**Clock routing**

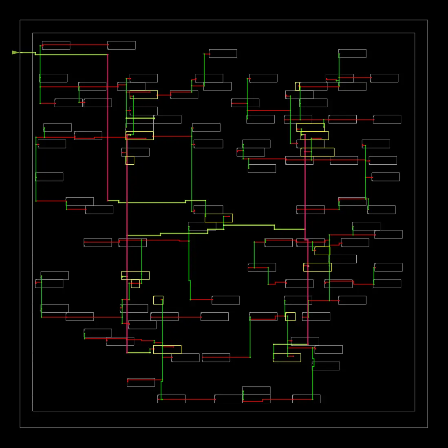
**Cells by drive strength**

The bar under the picture is 50 um long.
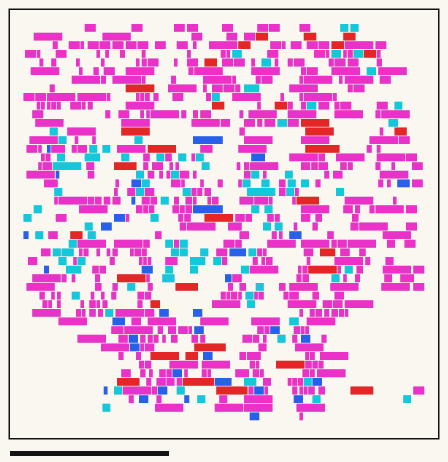
**Sequential cells grouped by signal name**

Other sequential cells in the stronger grey, the rest of the logic in the fainter grey.
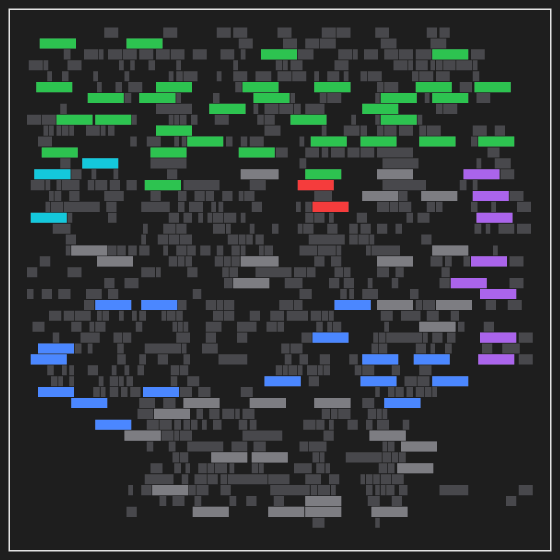
**Clock distribution**

The bar under the picture is 50 um long.
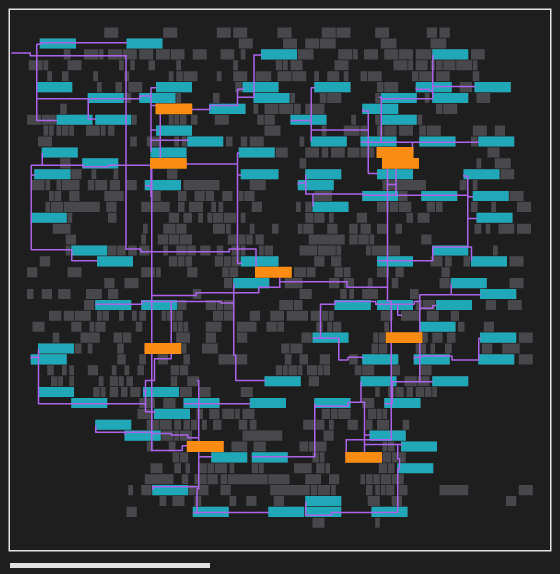
**M4 wires**

Supply wires on this layer in grey.
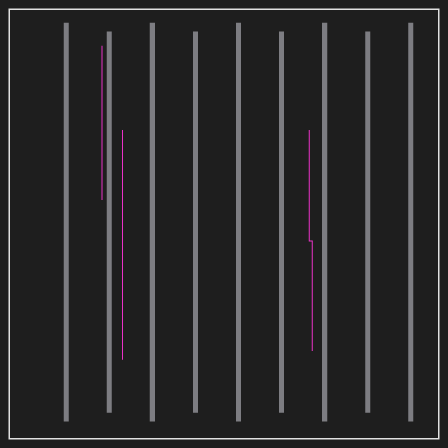
Design stream_cmd_driver, sky130hd; sources not shown.
==> impl_metrics.csv <==
group,metric,value,unit
layout,drive_gt1_share,23.49,%
clocking,htreeDepth,3,
detailed_routing,vias_per_cell,5.123,
yosys,synth_seq_share,46.68,%
yosys,edf_count,0,
status,failed_checks,"negative setup slack",
yosys,async_flop_share,100.0,%
clocking,clock_sink_count,90,
layout,mostFrequentLayoutCells,"dfrtp_1 (88), buf_4 (68), a21oi_1 (58)",
sta,setup_tns,-1.359,ns
yosys,yosys_warnings,0,
setup_path,criticalPathCategory,"input port to register",
setup_path,path_buffers,2,
power_and_ir_drop,pwr_density_cell,1092,nW/um2
global_route,grt_max_degree,58,
min_path,hold_class,"register to register",
sta,period_used_share,105.3,%
global_route,grt_pass1_wl,23.03,mm
yosys,synth_nets,593,
floorplan,core,15830,um2
floorplan,num_rows,46,
setup_path,ff2ff_setup_slack,-0.11,ns
global_route,antenna_found_initial,0,
detailed_routing,drc,0,
setup_path,cpPeakStageDelay,0.47,ns
power_and_ir_drop,p_leak,0.003136,uW
status,outcome,"finished, violations left",
sta,max_freq,0.4238,GHz
sta,period_needed,2.360,ns
sta,timing.hold.ws,0.2755,ns
global_route,grt_pass1_vias,4108,
setup_path,critPathMaxFanout,7,
placement,hpwl,10.36,mm
power_and_ir_drop,finalPower,7409,uW
setup_path,r2r_cells,6,
yosys,ys_chip_area,4827,um2
sta,worst_slack,-0.1196,ns
clocking,clk_pin_slew,0.07,ns
yosys,ys.flop_type,"dfrtp_1",
floorplan,ioPinCount,66,
layout,nFillCells,1553,
clocking,clock_tree.buffer_depth,2,
setup_path,cp.depth,7,
power_and_ir_drop,peakVddDrop,516.1,uV
placement,io_buffers,65,
detailed_routing,wire_per_inst,17.67,um
floorplan,die_y,134.9,um
setup_path,critical-path-slowest-cell,"or4b_4",
min_path,min_path_cells,1,
detailed_routing,drt_iter0_drc,321,
layout,nNetsFinal,712,
global_route,groute.usage.overall,16.33,%
floorplan,initCoreUtil,30.50,%
yosys,synth_area,4827,um2
sta,drv_slew,0,
setup_path,path_cells,"clkdlybuf4s15_2, or4b_4, o41a_1, or3_4, buf_12, o21ai_2, o311ai_1",
setup_path,start_kind,"input port",
floorplan,die_area,18180,um2
global_route,overflow,0,
yosys,synth_cells,540,
placement,gp_congestion,0.7972,
detailed_routing,ant_nets,0,
setup_path,arrival,2.38,ns
sta,setup_violations,17,
run,warning_count,35,
layout,comb_area,2516,um2
yosys,syn_area_per_cell,8.939,um2
floorplan,die-width,134.9,um
yosys,ys_ff,90,
yosys,synth_cell_types,53,
setup_path,cp_top_family,"simple AND/OR/NAND/NOR gates",
yosys,yosys_cells,540,
detailed_routing,drt_first_pass_iters,5,
clocking,clockRootBuffer,"clkbuf_16",
run,cap_violations,0,
setup_path,critical_path_required,2.26,ns
layout,diodes,0,
Back to the opening pictures, 'clock routing':
Worst-Skew Late Latency: 0.35 ns
Clock Power: 1590 uW
Num CTS Buffers: 9
seq_cells: 90

Back to the opening pictures, 'cells by drive strength':
- x3 and x4: cyan (cells 88; most used buf_4)
- x6 and larger: red (cells 33; most used buf_6)
- x2: blue (cells 35; most used o21ai_2)
- x1 and smaller: magenta (cells 508; most used dfrtp_1)
Final WS setup: -0.1196 ns
Area Overhead vs Synth: 40.51%

Back to the opening pictures, 'sequential cells grouped by signal name':
- `cnt_op`: blue (placed flops 16)
- `u_tx.remain`: cyan (placed flops 3)
- `u_tx.sreg`: green (placed flops 32; where a horizontal strip, top)
- `idx`: red (placed flops 2)
- `dut_in`: purple (placed flops 8; where east)
FF/Latch Area: 2255 um2
seq pwr: 2210 uW
final core utilization: 42.85%

Back to the opening pictures, 'clock distribution':
- clock wires: purple (length 1450 um)
- clock-net drivers: orange (count 9)
- flip-flops: cyan (count 90)
- routed clock nets: 10
- flops lie: all over the die
clock network fraction of total power: 21.5%

Back to the opening pictures, 'M4 wires':
- nets with wire on the layer: 2
- share of all routed wire: 1.2%
via count: 4508
drt total wl: 15.55 mm

[power by group]
part	internal, uW	switching [uW]
sequential	1930	273
clock	903	691
combinational	1660	1950
total	4500	2910
[cell families (layout without fill, tap and decap cells)]
family,after synthesis,count (layout),synth area share [%]
simple gates,199,200,20.40
compound gates,158,158,19.47
flops,90,90,46.68
buf+inv,53,176,4.821
mux,27,27,5.676
fa+ha+maj,9,9,2.333
xor+xnor,3,3,0.5444
other cells,1,1,0.07769
[cell usage after synthesis, drive strengths merged, types with 2 or more instances]
library cell / instances / area [um2]
and3: 4 / 25.02
clkbuf: 31 / 116.4
a21o: 5 / 37.54
inv: 18 / 67.57
dfrtp: 89 / 2227
and3b: 2 / 17.52
mux2: 3 / 33.78
nor4: 5 / 31.28
a32oi: 4 / 35.03
nor3b: 3 / 22.52
or3: 2 / 12.51
nor2b: 17 / 106.4
o2bb2ai: 5 / 43.79
a21oi: 59 / 295.3
nand3: 18 / 90.09
nor3: 8 / 45.04
o22ai: 3 / 18.77
nor2: 52 / 195.2
xnor2: 2 / 17.52
buf: 4 / 48.79
a22o: 8 / 70.07
and2: 12 / 75.07
nand2b: 11 / 68.82
nor4b: 2 / 17.52
or4: 4 / 30.03
o22a: 2 / 17.52
nand4: 3 / 18.77
ha: 9 / 112.6
nand2: 52 / 195.2
o21ai: 48 / 240.2
mux2i: 24 / 240.2
a31oi: 15 / 93.84
[routing by layer]
layer	global-route usage, %	share of wire, %	vias to the layer above
met1	25.97	52	2232
met2	22.48	43	109
met5	0	0	-
met4	5.090	1.2	0
met3	2.459	4.1	10
li1	-	-	2157
[timing repair]
item / 4_1_cts / 5_1_grt
gates cloned: 3 / 4
buffers inserted: 6 / 8
pin swaps: 11 / 9
hold endpoints to repair: 14 / 0
gates resized: 45 / 28
hold buffers: 1 / 0
setup endpoints to repair: 35 / 47
[area by class of cell]
class | instances | share of cell area (%)
Tap cell | 216 | 3.984
Clock inverter | 5 | 0.9223
Sequential cell | 90 | 33.24
Timing Repair Buffer | 142 | 20.18
Inverter | 18 | 0.9961
Clock buffer | 11 | 3.579
Multi-Input combinational cell | 398 | 37.10
[metrics by stage]
step	cell area [um2]	worst slack [ns]	utilization (%)	cells
2_1_floorplan	4836	-0.2062	-	540
6_report	6783	-0.1196	42.85	880
3_5_place_dp	6068	-0.7659	38.34	843
3_3_place_gp	6068	-0.7602	38.34	843
5_1_grt	6783	-0.1725	42.85	880
4_1_cts	6589	-0.1145	41.63	868
Power figures rest on the tool's default switching activity, not on a simulated workload.
